Fig. 1: nets reached from selected ports
(1.5 px per micron)
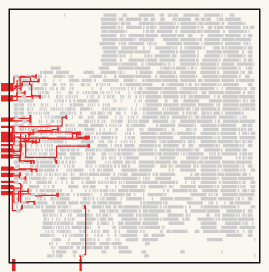
Fig. 2: placed standard cells
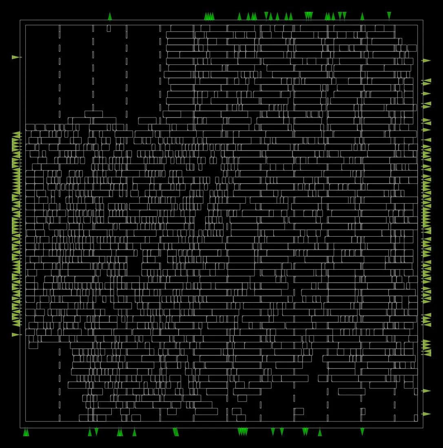
Fig. 3: pin map
(3 px per micron) Pins as bars across the die edge, other pins in grey.
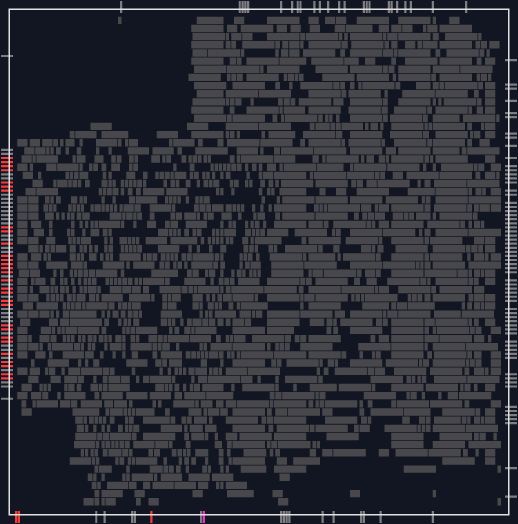
Fig. 4: M2 wires
(3 px per micron)
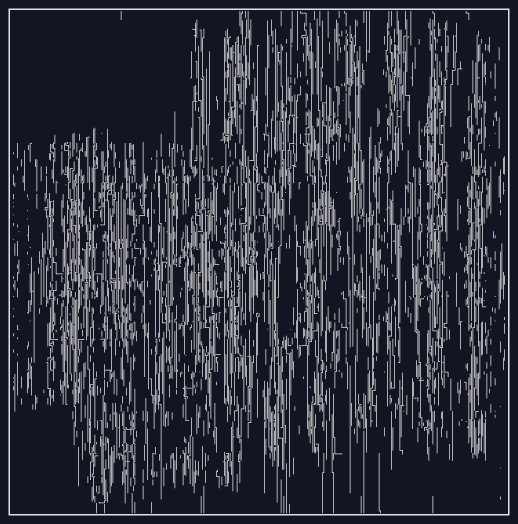
Fig. 5: metal layers overlaid
(1.5 px per micron) Only two layers are drawn.
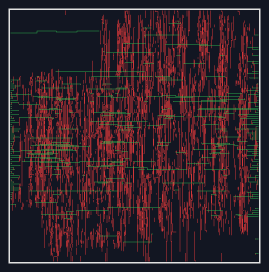
File: src/rtl/processor_pkg.sv
// Shared types and constants for the processor front end.
package processor_pkg;

    localparam int unsigned WORD_WIDTH  = 32;
    localparam int unsigned INSTR_BYTES = 4;

    // Fetch-unit control states: issue normally, or wait out stale responses.
    typedef enum logic {
        StFetch,
        StFlush
    } fetch_state_e;

    // One buffered fetch result as seen by decode.
    typedef struct packed {
        logic [WORD_WIDTH-1:0] instruction;
        logic [WORD_WIDTH-1:0] pc;
    } fetch_entry_t;

    // Clear the byte-offset bits of an address.
    function automatic logic [WORD_WIDTH-1:0] align_word(input logic [WORD_WIDTH-1:0] addr);
        return {addr[WORD_WIDTH-1:2], 2'b00};
    endfunction

endpackage

File: src/rtl/fetch_fifo.sv
// Synchronous FIFO with occupancy count, flop-based head and a clear that
// overrides any same-cycle push or pop.
module fetch_fifo #(
    parameter int unsigned DEPTH = 4,
    parameter int unsigned WIDTH = 64
) (
    input  logic                       clk_i,
    input  logic                       rst_i,
    input  logic                       clear_i,
    input  logic                       push_i,
    input  logic [WIDTH-1:0]           push_data_i,
    input  logic                       pop_i,
    output logic [WIDTH-1:0]           head_o,
    output logic [$clog2(DEPTH+1)-1:0] count_o,
    output logic                       empty_o
);

    localparam int unsigned PtrW = $clog2(DEPTH);
    localparam int unsigned CntW = $clog2(DEPTH + 1);

    logic [WIDTH-1:0] mem_q [DEPTH];
    logic [PtrW-1:0]  wr_ptr_q, wr_ptr_d;
    logic [PtrW-1:0]  rd_ptr_q, rd_ptr_d;
    logic [CntW-1:0]  count_q, count_d;
    logic             push_en, pop_en;

    // Next-state for pointers and count; clear wins over push/pop.
    always_comb begin
        push_en  = push_i && !clear_i;
        pop_en   = pop_i && !clear_i && (count_q != '0);
        wr_ptr_d = wr_ptr_q;
        rd_ptr_d = rd_ptr_q;
        count_d  = count_q;
        if (clear_i) begin
            wr_ptr_d = '0;
            rd_ptr_d = '0;
            count_d  = '0;
        end else begin
            if (push_en) wr_ptr_d = wr_ptr_q + PtrW'(1);
            if (pop_en)  rd_ptr_d = rd_ptr_q + PtrW'(1);
            case ({push_en, pop_en})
                2'b10:   count_d = count_q + CntW'(1);
                2'b01:   count_d = count_q - CntW'(1);
                default: count_d = count_q;
            endcase
        end
    end

    // Pointer and count registers.
    always_ff @(posedge clk_i) begin
        if (rst_i) begin
            wr_ptr_q <= '0;
            rd_ptr_q <= '0;
            count_q  <= '0;
        end else begin
            wr_ptr_q <= wr_ptr_d;
            rd_ptr_q <= rd_ptr_d;
            count_q  <= count_d;
        end
    end

    // Entry storage; contents need no reset since count gates validity.
    always_ff @(posedge clk_i) begin
        if (push_en) mem_q[wr_ptr_q] <= push_data_i;
    end

    assign head_o  = mem_q[rd_ptr_q];
    assign count_o = count_q;
    assign empty_o = (count_q == '0);

endmodule

File: src/rtl/instruction_fetch_unit.sv
// Instruction fetch front end: PC, credit-limited in-order memory requests,
// stale-response dropping after redirects, and a result FIFO towards decode.
// Optional performance counters are built when IFETCH_PERF_COUNT_EN is defined.
module instruction_fetch_unit
    import processor_pkg::*;
#(
    parameter int unsigned DEPTH    = 4,
    parameter logic [31:0] RESET_PC = 32'h0000_0000
) (
    input  logic        clock,
    input  logic        reset,
    output logic        imem_request_valid,
    input  logic        imem_request_ready,
    output logic [31:0] imem_request_address,
    input  logic        imem_response_valid,
    input  logic [31:0] imem_response_data,
    output logic        fetch_valid,
    input  logic        fetch_ready,
    output logic [31:0] fetch_instruction,
    output logic [31:0] fetch_pc,
`ifdef IFETCH_PERF_COUNT_EN
    output logic [31:0] perf_stall_cycles,
    output logic [31:0] perf_flush_count,
`endif
    input  logic        redirect_valid,
    input  logic [31:0] redirect_pc
);

    localparam int unsigned CntW = $clog2(DEPTH + 1);

    fetch_state_e          state_q, state_d;
    logic [WORD_WIDTH-1:0] pc_q, pc_d;
    // PC of the next response that will actually be kept.
    logic [WORD_WIDTH-1:0] resp_pc_q, resp_pc_d;
    logic [CntW-1:0]       outstanding_q, outstanding_d;
    logic [CntW-1:0]       drop_q, drop_d;
    // Holds request issue off for the first cycle out of reset.
    logic                  active_q;

    logic [CntW-1:0]       fifo_count;
    logic                  fifo_empty;
    logic [CntW:0]         in_use;
    logic                  req_xfer;
    logic                  resp_keep;
    fetch_entry_t          push_entry;
    fetch_entry_t          head_entry;

    assign in_use    = {1'b0, fifo_count} + {1'b0, outstanding_q};
    assign req_xfer  = imem_request_valid && imem_request_ready;
    assign resp_keep = imem_response_valid && (drop_q == '0);

    // Request channel: issue only in FETCH and only with a free FIFO slot reserved.
    always_comb begin
        imem_request_valid   = active_q && (state_q == StFetch) && (in_use < (CntW+1)'(DEPTH));
        imem_request_address = pc_q;
    end

    // Next-state: PC, in-flight bookkeeping and FSM; redirect overrides everything.
    always_comb begin
        state_d       = state_q;
        pc_d          = pc_q;
        resp_pc_d     = resp_pc_q;
        outstanding_d = outstanding_q;
        drop_d        = drop_q;

        if (req_xfer) begin
            pc_d          = pc_q + WORD_WIDTH'(INSTR_BYTES);
            outstanding_d = outstanding_d + CntW'(1);
        end

        if (imem_response_valid) begin
            outstanding_d = outstanding_d - CntW'(1);
            if (drop_q != '0) begin
                drop_d = drop_q - CntW'(1);
            end else begin
                resp_pc_d = resp_pc_q + WORD_WIDTH'(INSTR_BYTES);
            end
        end

        if ((state_q == StFlush) && (drop_d == '0)) state_d = StFetch;

        if (redirect_valid) begin
            pc_d      = align_word(redirect_pc);
            resp_pc_d = align_word(redirect_pc);
            // Everything still in flight after this cycle belongs to the old stream.
            drop_d    = outstanding_d;
            state_d   = (outstanding_d != '0) ? StFlush : StFetch;
        end
    end

    // State registers.
    always_ff @(posedge clock) begin
        if (reset) begin
            state_q       <= StFetch;
            pc_q          <= RESET_PC;
            resp_pc_q     <= RESET_PC;
            outstanding_q <= '0;
            drop_q        <= '0;
            active_q      <= 1'b0;
        end else begin
            state_q       <= state_d;
            pc_q          <= pc_d;
            resp_pc_q     <= resp_pc_d;
            outstanding_q <= outstanding_d;
            drop_q        <= drop_d;
            active_q      <= 1'b1;
        end
    end

    assign push_entry = '{instruction: imem_response_data, pc: resp_pc_q};

    fetch_fifo #(
        .DEPTH (DEPTH),
        .WIDTH ($bits(fetch_entry_t))
    ) u_fetch_fifo (
        .clk_i       (clock),
        .rst_i       (reset),
        .clear_i     (redirect_valid),
        .push_i      (resp_keep),
        .push_data_i (push_entry),
        .pop_i       (fetch_valid && fetch_ready),
        .head_o      (head_entry),
        .count_o     (fifo_count),
        .empty_o     (fifo_empty)
    );

    assign fetch_valid       = !fifo_empty;
    assign fetch_instruction = head_entry.instruction;
    assign fetch_pc          = head_entry.pc;

`ifdef IFETCH_PERF_COUNT_EN
    logic [31:0] stall_q, flush_q;

    // Saturating stall and redirect counters.
    always_ff @(posedge clock) begin
        if (reset) begin
            stall_q <= '0;
            flush_q <= '0;
        end else begin
            if (fetch_ready && !fetch_valid && (stall_q != '1)) stall_q <= stall_q + 32'd1;
            if (redirect_valid && (flush_q != '1)) flush_q <= flush_q + 32'd1;
        end
    end

    assign perf_stall_cycles = stall_q;
    assign perf_flush_count  = flush_q;
`endif

endmodule

File: config.mk
export PLATFORM = sky130hd
export DESIGN_NAME = instruction_fetch_unit
export DESIGN_NICKNAME = d
export VERILOG_FILES = /design/src/rtl/processor_pkg.sv /design/src/rtl/fetch_fifo.sv /design/src/rtl/instruction_fetch_unit.sv
export SDC_FILE = /design/constraint.sdc
export NUM_CORES = 1
export LEC_CHECK = 0
export ABC_AREA = 1
export CORE_AREA = 2 2 164 166
export DETAILED_ROUTE_END_ITERATION = 6
export DIE_AREA = 0 0 166 168
export GPL_ROUTABILITY_DRIVEN = 1
export HOLD_SLACK_MARGIN = 0.12
export PLACE_DENSITY = 0.81
export SLEW_MARGIN = 20
export SYNTH_ARGS = -nofsm -noshare
export SYNTH_HDL_FRONTEND = slang
export SYNTH_SLANG_ARGS = --single-unit
File: constraint.sdc
create_clock -name clock -period 6.5 [get_ports clock]
set_clock_uncertainty 0.2 [all_clocks]
set_input_delay 1.3 -clock clock [delete_from_list [all_inputs] [get_ports clock]]
set_output_delay 1.3 -clock clock [all_outputs]
set_load 0.01 [all_outputs]
==> flow.log <==
[report] extracting results
INFO  metric outcome = finished, final reports clean
INFO  metric chipArea = 27,900 sq um
INFO  metric drt-initial-drc-count = around 1.1k
INFO  metric htree_levels = 1
INFO  metric tritoncts = yes
INFO  metric final_layout_top_logic_cell = sky130_fd_sc_hd__edfxtp_1
INFO  metric most-common-layout-cells = sky130_fd_sc_hd__edfxtp_1, sky130_fd_sc_hd__nand2_1, sky130_fd_sc_hd__nor2_1
INFO  metric critPathMaxFanout = just under 80
INFO  metric hold_path_class = reg -> reg
INFO  metric slowest_delay = 0.74 ns
INFO  metric first_pass_grt_wire_length = approximately 52 mm
INFO  metric power_clock = about 1.9 mW
INFO  metric asyncSetResetFlopFracSynth = 0%
INFO  metric timing.critical_path.required = 5.00 ns
INFO  metric worst_r2r_endpoint = u_fetch_fifo.mem_q[3][63]$_DFFE_PP_
INFO  metric grt_setup_unrepaired = no
INFO  metric placedCellCount = approximately 1.9k
INFO  metric drt-vias-per-instance = 5.60
INFO  metric global_route.usage.met2 = ~39%
INFO  metric met1_length = 14.2 mm
INFO  metric detailedRoute.firstPassIterationCount = 5
INFO  metric yosys.cell_types.count = around 48
INFO  metric root_buffer = sky130_fd_sc_hd__clkbuf_16
INFO  metric power_combinational = slightly below 400 uW
INFO  metric grt-busiest-layer = met2
INFO  metric max_root_sink_buffers = 3
INFO  metric critical_path.top_delay_family = buffers and inverters
INFO  metric area_share_of_xor_xnor_cells_in_the_synthesized_design = around 1.3%
INFO  metric seq-power = between 2 and 2.5 mW
INFO  metric post_synth_most_frequent_cells = sky130_fd_sc_hd__edfxtp_1, sky130_fd_sc_hd__nand2_1, sky130_fd_sc_hd__nor2_1
INFO  metric drtAntennaViolNets = 0
INFO  metric hold_vio_cnt_final = 0
INFO  metric vdd_ir_drop_max = about 0.20 mV
INFO  metric numCtsBuffers = 31
INFO  metric fin_hold_ws = 0.284 ns
INFO  metric min_path_cells = 2
INFO  metric switching_share = 21.9%
INFO  metric crit_end = fetch_instruction[22]
INFO  metric maxUsedRoutingLayer = met4
INFO  metric warning_count = 34
INFO  metric p_leak = slightly above 6 nW
INFO  metric post_route_cells_drive_above_1_share = roughly 8.6%
INFO  metric synth.ff_latch_count = 325
INFO  metric met3_length = 2.53 mm
INFO  metric switchingPower = around 1 mW
INFO  metric power.density_cell_area = between 200 and 300 nW/um^2
INFO  metric post-route-drc-count = 0
INFO  metric dpl_cell_area = approximately 16,000 sq um
INFO  metric first_global_vias = 10.3k
INFO  metric r2r.worst_path.cells = 7
INFO  metric critical_path.endpoint_type = output pin
Back to the opening pictures, Fig. 1:
legend:
  red:
    port: redirect_pc
    direction: input
    edge: 29 left, 3 bottom
    end_cells: 34
    wire: 713 microns
count of port buffers added during placement: 161
top-level I/O count: 168

Back to the opening pictures, Fig. 2:
floorplan row count: 60
fraction of the core area covered by cells at the end of the flow: 65.7%

Back to the opening pictures, Fig. 3:
legend:
  magenta:
    port: fetch_ready
    pins: 1
    direction: input
    edge: bottom
  red:
    port: redirect_pc
    pins: 32
    direction: input
    edge: 29 left, 3 bottom
height of the die: 168 microns
Die X-Extent: 166 microns

Back to the opening pictures, Fig. 4:
main direction: vertical
nets with wire on the layer: 1,278
share of all routed wire: 48%
wire length on this layer: 15,900 microns
longest straight run: 72.8 microns
final wirelength: 33.2 mm
via count: 10.7k

Back to the opening pictures, Fig. 5:
legend:
  red:
    layer: M2
    wire_length: 15,900 microns
  green:
    layer: M3
    wire_length: 2,530 microns
aggregate global-route resource usage: 23.2%
Avg WL per Cell: 17.4 microns

[flip-flops by register name, summed over array words and instances, names as in the netlist, named ones only]
register / cells
resp_pc_q: 30
drop_q: 3
outstanding_q: 3
active_q: 1
u_fetch_fifo.wr_ptr_q: 2
state_q: 1
u_fetch_fifo.count_o: 3
u_fetch_fifo.mem_q: 248
imem_request_address: 30
u_fetch_fifo.rd_ptr_q: 2
[cell type report]
cell class,instances,area (sq um)
tap,341,427
clock buffer,46,922
clock inverter,11,165
multi-input combinational,911,4710
timing repair buffer,171,1690
inverter,105,398
fill,1928,9040
sequential,325,8990
[through the flow]
stage	utilization, %	total power [mW]	setup WS, ns
finish	65.7	4.61	1.80
global route	65.7	4.76	1.57
CTS	65.7	4.64	1.82
detailed placement	61.6	2.79	2.05
global placement	61.6	2.78	2.10
floorplan	-	2.60	1.43
Power and IR drop assume default switching activity.
